[config.mk]
export PLATFORM = sky130hd
export DESIGN_NAME = mult5_fi
export DESIGN_NICKNAME = d
export VERILOG_FILES = /design/src/rtl/mult5_fi.sv
export SDC_FILE = /design/constraint.sdc
export NUM_CORES = 1
export LEC_CHECK = 0
export CORE_UTILIZATION = 25
export DETAILED_ROUTE_END_ITERATION = 7
export PLACE_DENSITY = 0.88
export SYNTH_ARGS = -nofsm -noshare
export SYNTH_HDL_FRONTEND = slang
export SYNTH_SLANG_ARGS = --single-unit
[constraint.sdc]
create_clock -name clk -period 0.8 [get_ports clk]
set_clock_uncertainty 0.15 [all_clocks]
set_input_delay 0.16 -clock clk [delete_from_list [all_inputs] [get_ports clk]]
set_output_delay 0.16 -clock clk [all_outputs]
set_load 0.05 [all_outputs]
[src/rtl/mult5_fi.sv]
// ---------------------------------------------------------------------------
// mult5_fi -- 5x5 unsigned array multiplier with per-net stuck-at injection
//
// Ports:
//   clk           in   1   rising-edge clock
//   rst           in   1   asynchronous, active-high reset (clears out)
//   A             in   5   multiplicand, unsigned
//   B             in   5   multiplier, unsigned
//   fault_places  in  51   bit i = 1 forces net i to fault_control[i]
//   fault_control in  51   stuck value for net i (0 = SA0, 1 = SA1)
//   out           out 10   registered product, latency 1
//
// Net map (51 injectable nets):
//   0-24  partial products pp[5*j+k] = B[j] & A[k]
//   25-34 pre-register product bits P0..P9
//   35-39 / 40-44 / 45-49  forwarded sum bits [5:1] of rows 1 / 2 / 3
//   50    carry-in of the row-4 adder (fault-free 0)
//
// Build option: define FAULT_INJ_EN to insert the fault muxes. Without it
// every net takes its fault-free value and the fault ports are ignored.
// ---------------------------------------------------------------------------
module mult5_fi #(
    parameter int NUM_FAULTS = 51
) (
    input  logic                  clk,
    input  logic                  rst,
    input  logic [4:0]            A,
    input  logic [4:0]            B,
    input  logic [NUM_FAULTS-1:0] fault_places,
    input  logic [NUM_FAULTS-1:0] fault_control,
    output logic [9:0]            out
);

    logic [NUM_FAULTS-1:0] fp;
    logic [NUM_FAULTS-1:0] fc;

`ifdef FAULT_INJ_EN
    assign fp = fault_places;
    assign fc = fault_control;
`else
    // Fault ports stay on the interface but feed nothing.
    logic unused_fault_ports;
    assign unused_fault_ports = ^{fault_places, fault_control};
    assign fp = '0;
    assign fc = '0;
`endif

    function automatic logic fmux(input logic place, input logic ctrl, input logic val);
        return place ? ctrl : val;
    endfunction

    logic [NUM_FAULTS-1:0] n;      // post-mux value of every net
    logic [4:0]            fwd;    // bits forwarded into the next row
    logic [5:0]            sum;
    logic                  cin;
    logic [9:0]            out_d;
    logic [9:0]            out_q;

    // Each net is muxed before anything downstream reads it, so a forced
    // value propagates through its fanout only.
    always_comb begin
        n   = '0;
        fwd = '0;
        sum = '0;
        cin = 1'b0;
        for (int j = 0; j < 5; j++)
            for (int k = 0; k < 5; k++)
                n[5*j+k] = fmux(fp[5*j+k], fc[5*j+k], B[j] & A[k]);

        // Row 0: P0 straight from pp[0], pp[4:1] forwarded zero-extended.
        n[25] = fmux(fp[25], fc[25], n[0]);
        fwd   = {1'b0, n[4:1]};

        for (int r = 1; r < 5; r++) begin
            cin = 1'b0;
            if (r == 4) begin
                n[50] = fmux(fp[50], fc[50], 1'b0);
                cin   = n[50];
            end
            sum = {1'b0, fwd} + {1'b0, n[5*r +: 5]} + {5'b0, cin};
            n[25+r] = fmux(fp[25+r], fc[25+r], sum[0]);
            if (r < 4) begin
                for (int b = 0; b < 5; b++)
                    n[30+5*r+b] = fmux(fp[30+5*r+b], fc[30+5*r+b], sum[b+1]);
                fwd = n[30+5*r +: 5];
            end else begin
                // Row 4 upper bits are P5..P9 directly.
                for (int b = 1; b < 6; b++)
                    n[29+b] = fmux(fp[29+b], fc[29+b], sum[b]);
            end
        end
        out_d = n[34:25];
    end

    always_ff @(posedge clk or posedge rst) begin
        if (rst) out_q <= '0;
        else     out_q <= out_d;
    end

    assign out = out_q;

endmodule

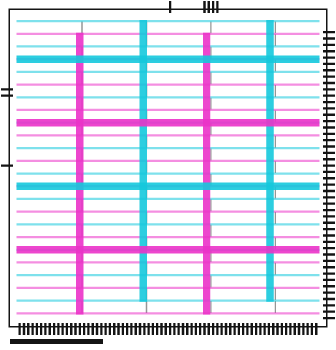
**Above:** run 1 (floorplan with the power grid).
Scale bar: 20 um. Pins as bars on the die edge. Tap cells in grey.
Cyan stands for VDD. Magenta stands for VSS.
24 met1 rails follow the rows. 4 straps on met4. 4 straps on met5. 50 tap cells. The core has 23 rows.
maximum vdd ir drop: 0.00108 V
Die Ht: 67.6 um
core area: 4060 um2
die width: 67.6 um

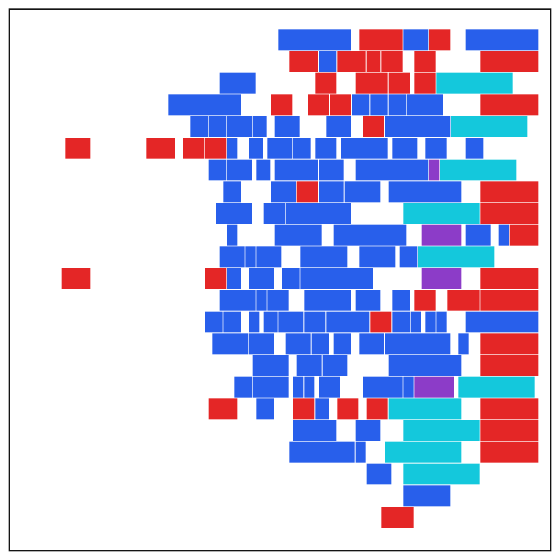
**Above:** run 1 (cells coloured by class).
Cyan stands for flip-flops, cells 10, share of their area 14%. Red stands for other buffers and delay cells, cells 42, share of their area 27%. Blue stands for all other logic, cells 100, share of their area 56%. Purple stands for clock drivers and dummy loads, cells 4, share of their area 2.5%.
fin util: 46.3%
flop share of the area: 13.9%
Design Area, Final: 1880 um2
row count: 23

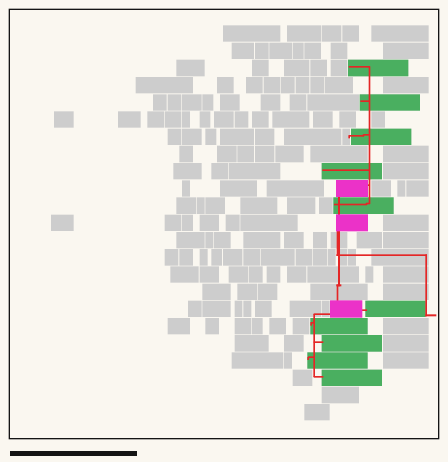
**Above:** run 1 (clock distribution).
Scale bar: 20 um.
Magenta stands for cells driving clock nets, count 3. Red stands for clock wires, length 124 um. Green stands for flip-flops, count 10.
There are 4 routed clock nets.
Clk pwr share: 12.7%
Clock group: 0.519 mW

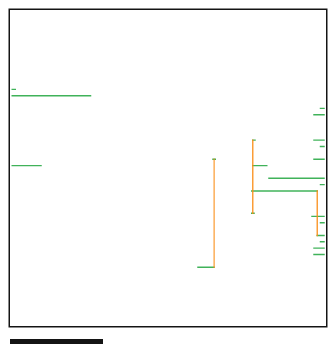
**Above:** run 1 (signal wires by layer).
Scale bar: 20 um. Two of the layers only.
Green stands for met3, wire length 75.4 um. Orange stands for met4, wire length 48.3 um.
routed wire length: 2590 um
vias: 947
total track usage: 11.7%

## run 1: what timing repair did
action                     4_1_cts  5_1_grt
pin swaps                       29       13
setup buffers                    5        0
setup endpoints to repair       20       19
resized                         38        7
gates cloned                     0        0
## run 1: critical path: cells and delay by family
kind | cells | cell delay [ns]
XOR/XNOR | 2 | 0.29
AND/OR/NAND/NOR | 2 | 0.31
AND-OR/OR-AND | 3 | 0.41
adder cells (fa/ha/maj) | 7 | 2.13
buffers and inverters | 1 | 0.10
## run 1: worst min path at each step
stage                     start  endpoint  slack (ns)
after floorplan             rst    out[8]       -0.15
after global placement      rst    out[0]        0.32
after detailed placement    rst    out[4]        0.32
after CTS                  A[0]    out[0]        0.01
after global routing       A[0]    out[0]       0.009
final                      A[0]    out[0]        0.01
## run 1: logic make-up (layout without fill, tap and decap cells)
group / Yosys count / after routing
simple gates: 36 / 36
fa+ha+maj: 25 / 25
compound gates: 22 / 22
xor+xnor: 12 / 12
flops: 10 / 10
buf+inv: 5 / 51
## run 1: placed cells by master (no fill, tap or decap), types with 4 or more instances in the layout
master	count
a21oi_2	5
and2_1	19
and2_4	4
buf_12	11
buf_4	19
clkdlybuf4s50_1	5
dfrtp_2	9
fa_2	4
ha_1	9
ha_4	9
nor2_1	7
xnor2_1	5
## run 1: routing by layer
metal | share of wire, % | up-vias | track usage, % | wire length [um]
met3 | 2.9 | 7 | 1.52 | 75
met1 | 41 | 450 | 12.6 | 1060
met2 | 54 | 21 | 22.3 | 1400
met5 | 0 | - | 0 | 0
met4 | 1.9 | 0 | 4.79 | 48
li1 | - | 469 | - | -
## run 1: where the power goes
part	switching, mW	internal [mW]	leakage, nW
clock	0.173	0.347	0.0228
combinational	1.33	1.43	0.717
sequential	0.127	0.692	0.112
total	1.63	2.47	0.851
==> qor.yml, run 1 <==
yosys.area_share.aoi_pct: 15.1
avgViaCountPerCell: 4.60
grt_max_degree: 11
regArea_um2: 262
grt_pass1_vias: 983
n_all_buffers: 42
path_clk_slew_ns: 0.05
dp.cells: 197
power_mw: 4.09
root_buffer: "clkbuf_8"
yosys-stat-cells: 110
tool_warnings: 133
power_density_nw_per_um2: 2180
outcome: "complete, but fails checks"
inverters: 5
yosysChipArea_um2: 1080
yosys.area.top_type: "ha_1"
stdcell_count: 206
critPathMaxFanout: 4
xor_share_pct: 9.76
violations: "negative setup slack"
crit_path_start_kind: "input pin"
hpwl_um: 2060
tns_ns: -19.30
largest_reg_flops: 10
ant_nets: 0
critPathCapture: "out[8]"
antennaDiodeCount: 0
tightest_slew_ns: 0.240
syn_inst: 110
ys_types: 19
overflow: 0
dominant_cells: "combinational gates"
grt_pass1_wl_um: 4010
top_level_ports: 124
tapCellCount: 50
crit_path_start: "B[0]"
dieArea_um2: 4580
max_freq_ghz: 0.289
drv_slew: 0
cts_tree: "done"
edf_count: 0
leakage_nw: 0.851
cpPeakStageDelay_ns: 0.56
portBuffers: 21
maxCapViolations: 0
required_ns: 0.76
drive_gt1_share_pct: 54.5
rsz0062_at_grt: "yes"
gp_congestion: 0.778
fin_ws_ns: -2.66
wl_per_cell_um: 12.6
clock-sinks: 10
fp_util_pct: 26.5
cts_buffers: 3
top_cells_by_count: "and2_1 (23), ha_1 (21), dfrtp_1 (10), nor2_1 (8), xnor2_1 (8)"
cts_hold_repair.buffers: 0
cp.arrival_ns: 3.41
fin_crit_ns: 3.46
yosys_warnings: 0
drt_iter0_drc: 30
setup_viol: 19
nFlopsAndLatches: 10
ys_seq_share_pct: 23.2
period_used_pct: 432
nonClkBufAreaFrac_pct: 25.9
dp_worst_setup_slack_ns: -3.33
holdWs_ns: 0.0104
slew_headroom_pct: 84.0
top_cell_area_share_pct: 24.4
drtPass1Iterations: 4
muxShareOfSynthArea_pct: 0
worst_hold_path_type: "input pin to register"
logic_area_um2: 1000
comb_cells: 95
async_reset_ff_share_pct: 100
sh_comb_area_pct: 53.5
cts.path.max_buffers: 2
antenna_found_initial: 0
yosysMostFrequentCell: "and2_1"
crit_type: "input pin to register"
finalNetCount: 296
hold_violations: 0
cts_max_level: 1
syn_nets: 249
top_logic_kind: "adder cells"
area_growth_pct: 74.2
ys.flops: 10
==> inputs of run 2 (changes only) <==
--- a/config.mk
+++ b/config.mk
@@ -5,9 +5,9 @@
 export SDC_FILE = /design/constraint.sdc
 export NUM_CORES = 1
 export LEC_CHECK = 0
-export CORE_UTILIZATION = 25
+export CORE_UTILIZATION = 27
 export DETAILED_ROUTE_END_ITERATION = 7
-export PLACE_DENSITY = 0.88
+export PLACE_DENSITY = 0.9
 export SYNTH_ARGS = -nofsm -noshare
 export SYNTH_HDL_FRONTEND = slang
 export SYNTH_SLANG_ARGS = --single-unit
==> constraint.sdc (replaced) <==
create_clock -name clk -period 3.5 [get_ports clk]
set_clock_uncertainty 0.15 [all_clocks]
set_input_delay 0.7 -clock clk [delete_from_list [all_inputs] [get_ports clk]]
set_output_delay 0.7 -clock clk [all_outputs]
set_load 0.05 [all_outputs]
==> run 2 against run 1 <==
The flow still finishes with violations (negative setup slack); clock-buffer cell count is 1 lower; sequential power fell by about 80%; cell count decreased by 0.97%; via count increased by 2.7%; synthesized area unchanged; die size shrank 7.2%; global-route usage rose by 1.5 points; setup slack improved by 2.2 ns; critical path type unchanged; largest cell class unchanged; largest power group unchanged; highest routed layer unchanged.
==> qor.yml, run 2 <==
outcome: "complete, but fails checks"
violations: "negative setup slack"
dp.cells: 192
avgViaCountPerCell: 4.77
ant_nets: 0
overflow: 0
setup_viol: 5
syn_inst: 110
finalNetCount: 297
final_common_cell: "buf_4"
worst_hold_path_type: "input pin to register"
fin_ws_ns: -0.500
grt_pass1_wl_um: 4410
period_used_pct: 114
gp_congestion: 0.787
critical_path_buf_inv_count: 1
cts_tree: "done"
ys_seq_share_pct: 23.2
portBuffers: 21
min_from: "A[0]"
grt_pass1_vias: 990
stdcell_count: 204
fp_util_pct: 28.8
crit_type: "input pin to register"
tns_ns: -2.11
slew_headroom_pct: 65.7
drtPass1Iterations: 4
cts_hold_repair.buffers: 0
fin_util_pct: 47.4
cp_top_family: "adder cells"
cp.arrival_ns: 3.99
yosys_warnings: 0
drt-total-wl_um: 2830
fin_crit_ns: 4.00
drv_slew: 0
ys.flops: 10
area_growth_pct: 64.6
mostFrequentLayoutCells: "buf_4 (20), and2_1 (18), clkdlybuf4s50_1 (15), ha_1 (11), dfrtp_1 (10)"
clock-sinks: 10
rsz0062_at_grt: "yes"
top_logic_kind: "adder cells"
ys_types: 19
hold_violations: 0
[run 2: cell count changes in the layout (fill, tap and decap cells not counted), sizes merged]
cell	previous run	this run
clkdlybuf4s50	5	15
buf	35	26
clkbuf	4	3
[run 2: routing by layer]
layer  global-route usage (%)  routed length [um]
met2                     24.1                1520
met3                    0.868                  83
met5                        0                   0
met1                     16.3                1160
met4                     3.80                  70
[run 2: power by group]
part / total [mW] / internal [mW] / leakage [nW] / switching (mW)
sequential: 0.162 / 0.152 / 0.122 / 0.0103
combinational: 0.560 / 0.255 / 0.676 / 0.305
clock: 0.111 / 0.0746 / 0.0216 / 0.0363
[run 2: how the worst max path moves through the flow]
stage	from	end	cells after the start
4_1_cts	B[0]	out[8]	15
6_report	A[1]	out[8]	17
5_1_grt	A[1]	out[8]	17
2_1_floorplan	A[1]	out[8]	13
3_3_place_gp	A[0]	out[9]	14
3_5_place_dp	A[0]	out[8]	14
[run 2: final cells by class]
class                           instances  area [um2]  share of cell area (%)
Multi-Input combinational cell         95        1020                    57.3
Tap cell                               48        60.1                    3.39
Timing Repair Buffer                   43         387                    21.8
Inverter                                5        18.8                    1.06
Sequential cell                        10         250                    14.1
Clock buffer                            3        41.3                    2.33
[run 2: metrics by stage]
step	hold WS [ns]	worst slack, ns
2_1_floorplan	0.390	-0.457
3_3_place_gp	0.843	-1.02
3_5_place_dp	0.852	-1.11
4_1_cts	0.572	-0.486
5_1_grt	0.581	-0.621
6_report	0.568	-0.500
[run 2: timing repair]
action	CTS	global route
pin swaps	34	25
gates resized	37	10
setup endpoints to repair	6	5
buffers inserted	6	3
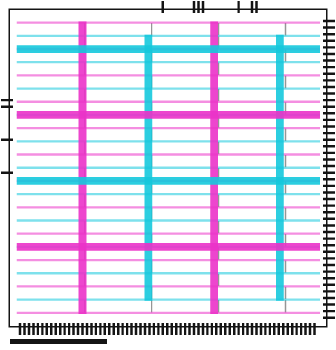
**Above:** run 2 (floorplan with the power grid).
Scale bar: 20 um. Pins as bars on the die edge. Tap cells in grey.
core area: 3740 um2
Die Ht: 65.2 um
maximum vdd ir drop: 0.000132 V
die width: 65.2 um

==> inputs of run 3 (changes only) <==
--- a/config.mk
+++ b/config.mk
@@ -7,7 +7,9 @@
 export LEC_CHECK = 0
 export CORE_UTILIZATION = 27
 export DETAILED_ROUTE_END_ITERATION = 7
+export MAX_ROUTING_LAYER = met4
 export PLACE_DENSITY = 0.9
+export SETUP_SLACK_MARGIN = 0.02
 export SYNTH_ARGS = -nofsm -noshare
 export SYNTH_HDL_FRONTEND = slang
 export SYNTH_SLANG_ARGS = --single-unit
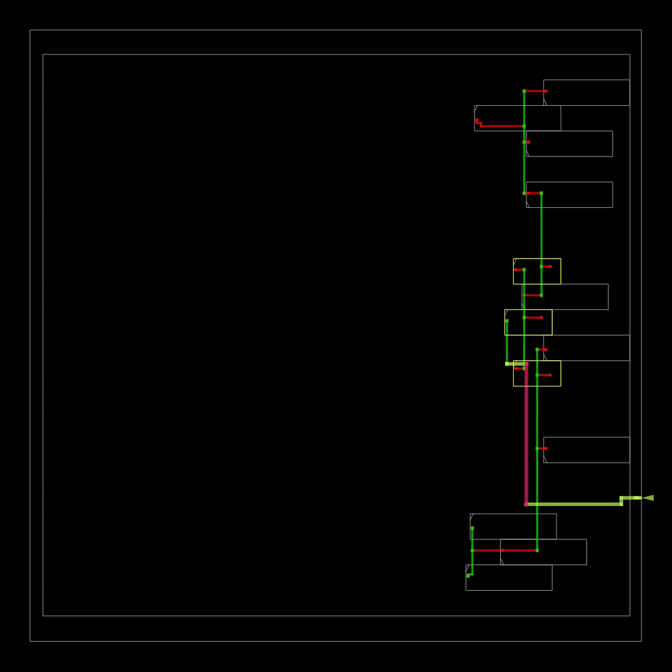
**Above:** run 3 (clock wiring as the flow saved it).
clkbuf count: 3
Clock Sinks: 10
CTS Buf Count: 3

==> run 3 against run 2 <==
Flip-flop count is the same; core utilization unchanged; sequential power about the same; synthesized cell count stayed put; largest cell class unchanged; global-route usage rose by 0.36 points; first-iteration DRC count is the same; synthesized area stayed put; worst hold slack is the same; the flow still finishes with violations (negative setup slack); largest power group unchanged; clock power hardly changed.
==> qor.yml, run 3 <==
fin_ws_ns: -0.500
top_cells_by_count: "and2_1 (23), ha_1 (21), dfrtp_1 (10), nor2_1 (8), xnor2_1 (8)"
vdd_drop_max_v: 0.000132
clk-power_mw: 0.111
required_ns: 3.49
dp.cells: 192
crit_path_start_kind: "input pin"
fp.dieW_um: 65.2
ys_seq_share_pct: 23.2
leakage_nw: 0.820
cp_top_family: "adder cells"
p_switching_mw: 0.352
ys.flops: 10
rsz0062_at_grt: "yes"
edf_count: 0
rows: 22
yosys_warnings: 0
dp_worst_setup_slack_ns: -1.11
drtPass1Iterations: 4
mostFrequentLayoutCells: "buf_4 (20), and2_1 (18), clkdlybuf4s50_1 (15), ha_1 (11), dfrtp_1 (10)"
min_from: "A[0]"
top_cell_area_share_pct: 24.4
netSwitchingFraction_pct: 42.2
sequentialPowerShare_pct: 19.4
top_level_ports: 124
min_delay_worst_endpoint: "out[0]"
drv_slew: 0
die_y_um: 65.2
cts.path.max_buffers: 2
crit_slowest_cell: "fa_2"
path_clk_slew_ns: 0.04
drt-total-wl_um: 2830
intPower_mw: 0.481
grt_pass1_vias: 990
dieArea_um2: 4250
antennaDiodeCount: 0
yosys-stat-cells: 110
largest_reg_flops: 10
combPwrFrac_pct: 67.3
hpwl_um: 1950
root_buffer: "clkbuf_8"
syn_nets: 249
async_reset_ff_share_pct: 100
vias: 973
yosysChipArea_um2: 1080
final_common_cell: "buf_4"
drive_gt1_share_pct: 42.3
track_usage_pct: 13.5
cts_max_level: 1
grt_max_degree: 11
ys_types: 19
crit_type: "input pin to register"
clock_power_share_pct: 13.3
avgViaCountPerCell: 4.77
syn_area_um2: 1080
syn_inst: 110
wl_per_cell_um: 13.9
critPathMaxFanout: 4
worst_hold_path_type: "input pin to register"
finalNetCount: 297
comb_cell_power_mw: 0.560
yosysMostFrequentCell: "and2_1"
outcome: "complete, but fails checks"
critical_path_buf_inv_count: 1
gp_congestion: 0.798
fp_util_pct: 28.8
tightest_slew_ns: 0.512
syn_avg_cell_area_um2: 9.79
p_seq_mw: 0.162
ant_nets: 0
cts_tree: "done"
area_growth_pct: 64.6
power_leader: "combinational logic"
hold_violations: 0
period_used_pct: 114
cpPeakStageDelay_ns: 0.43
core-area_um2: 3740
maxCapViolations: 0
antenna_found_initial: 0
max_freq_ghz: 0.250
power_density_nw_per_um2: 470
tool_warnings: 133
ff_type: "dfrtp_1"
setup_viol: 5
violations: "negative setup slack"
drt_iter0_drc: 21
slew_headroom_pct: 65.7
==> run 3: cell counts after synthesis <==
No cell type changed its count.
==> run 3: kinds of logic after synthesis <==
logic type	Yosys count	share of synthesized area, %
simple gates	36	18.4
flops	10	23.2
xor+xnor	12	9.76
compound gates	22	15.1
fa+ha+maj	25	31.8
buf+inv	5	1.74
==> run 3: layer usage <==
layer	routed length (um)	GRT usage, %	up-vias
met2	1520	24.1	26
met1	1170	16.5	467
met5	0	-	-
li1	-	-	472
met3	69	0.521	8
met4	70	3.80	0
==> run 3: repair_timing <==
action	in CTS	in global routing
setup endpoints to repair	6	5
pin swaps	34	25
buffers inserted	6	3
gates resized	37	10
hold buffers	0	0
==> run 3: cell type report <==
class / count / area [um2]
Sequential cell: 10 / 250
Fill cell: 343 / 1970
Inverter: 5 / 18.8
Tap cell: 48 / 60.1
Timing Repair Buffer: 43 / 387
Clock buffer: 3 / 41.3
Multi-Input combinational cell: 95 / 1020
==> run 3: metrics by stage <==
step | area, um2 | power, mW | hold slack [ns] | utilization (%) | TNS (ns)
floorplan | 1160 | 0.482 | 0.390 | - | -1.68
global route | 1770 | 0.889 | 0.581 | 47.4 | -2.58
finish | 1770 | 0.833 | 0.568 | 47.4 | -2.11
CTS | 1690 | 0.795 | 0.572 | 45.3 | -1.96
detailed placement | 1520 | 0.639 | 0.852 | 40.7 | -5.37
global placement | 1520 | 0.630 | 0.843 | 40.7 | -5.06
==> run 3: worst max path at each step <==
stage	endpoint	cells past startpoint	start
finish	out[8]	17	A[1]
global route	out[8]	17	A[1]
CTS	out[8]	15	B[0]
detailed placement	out[8]	14	A[0]
global placement	out[9]	14	A[0]
floorplan	out[8]	13	A[1]
Power and IR drop assume default switching activity.
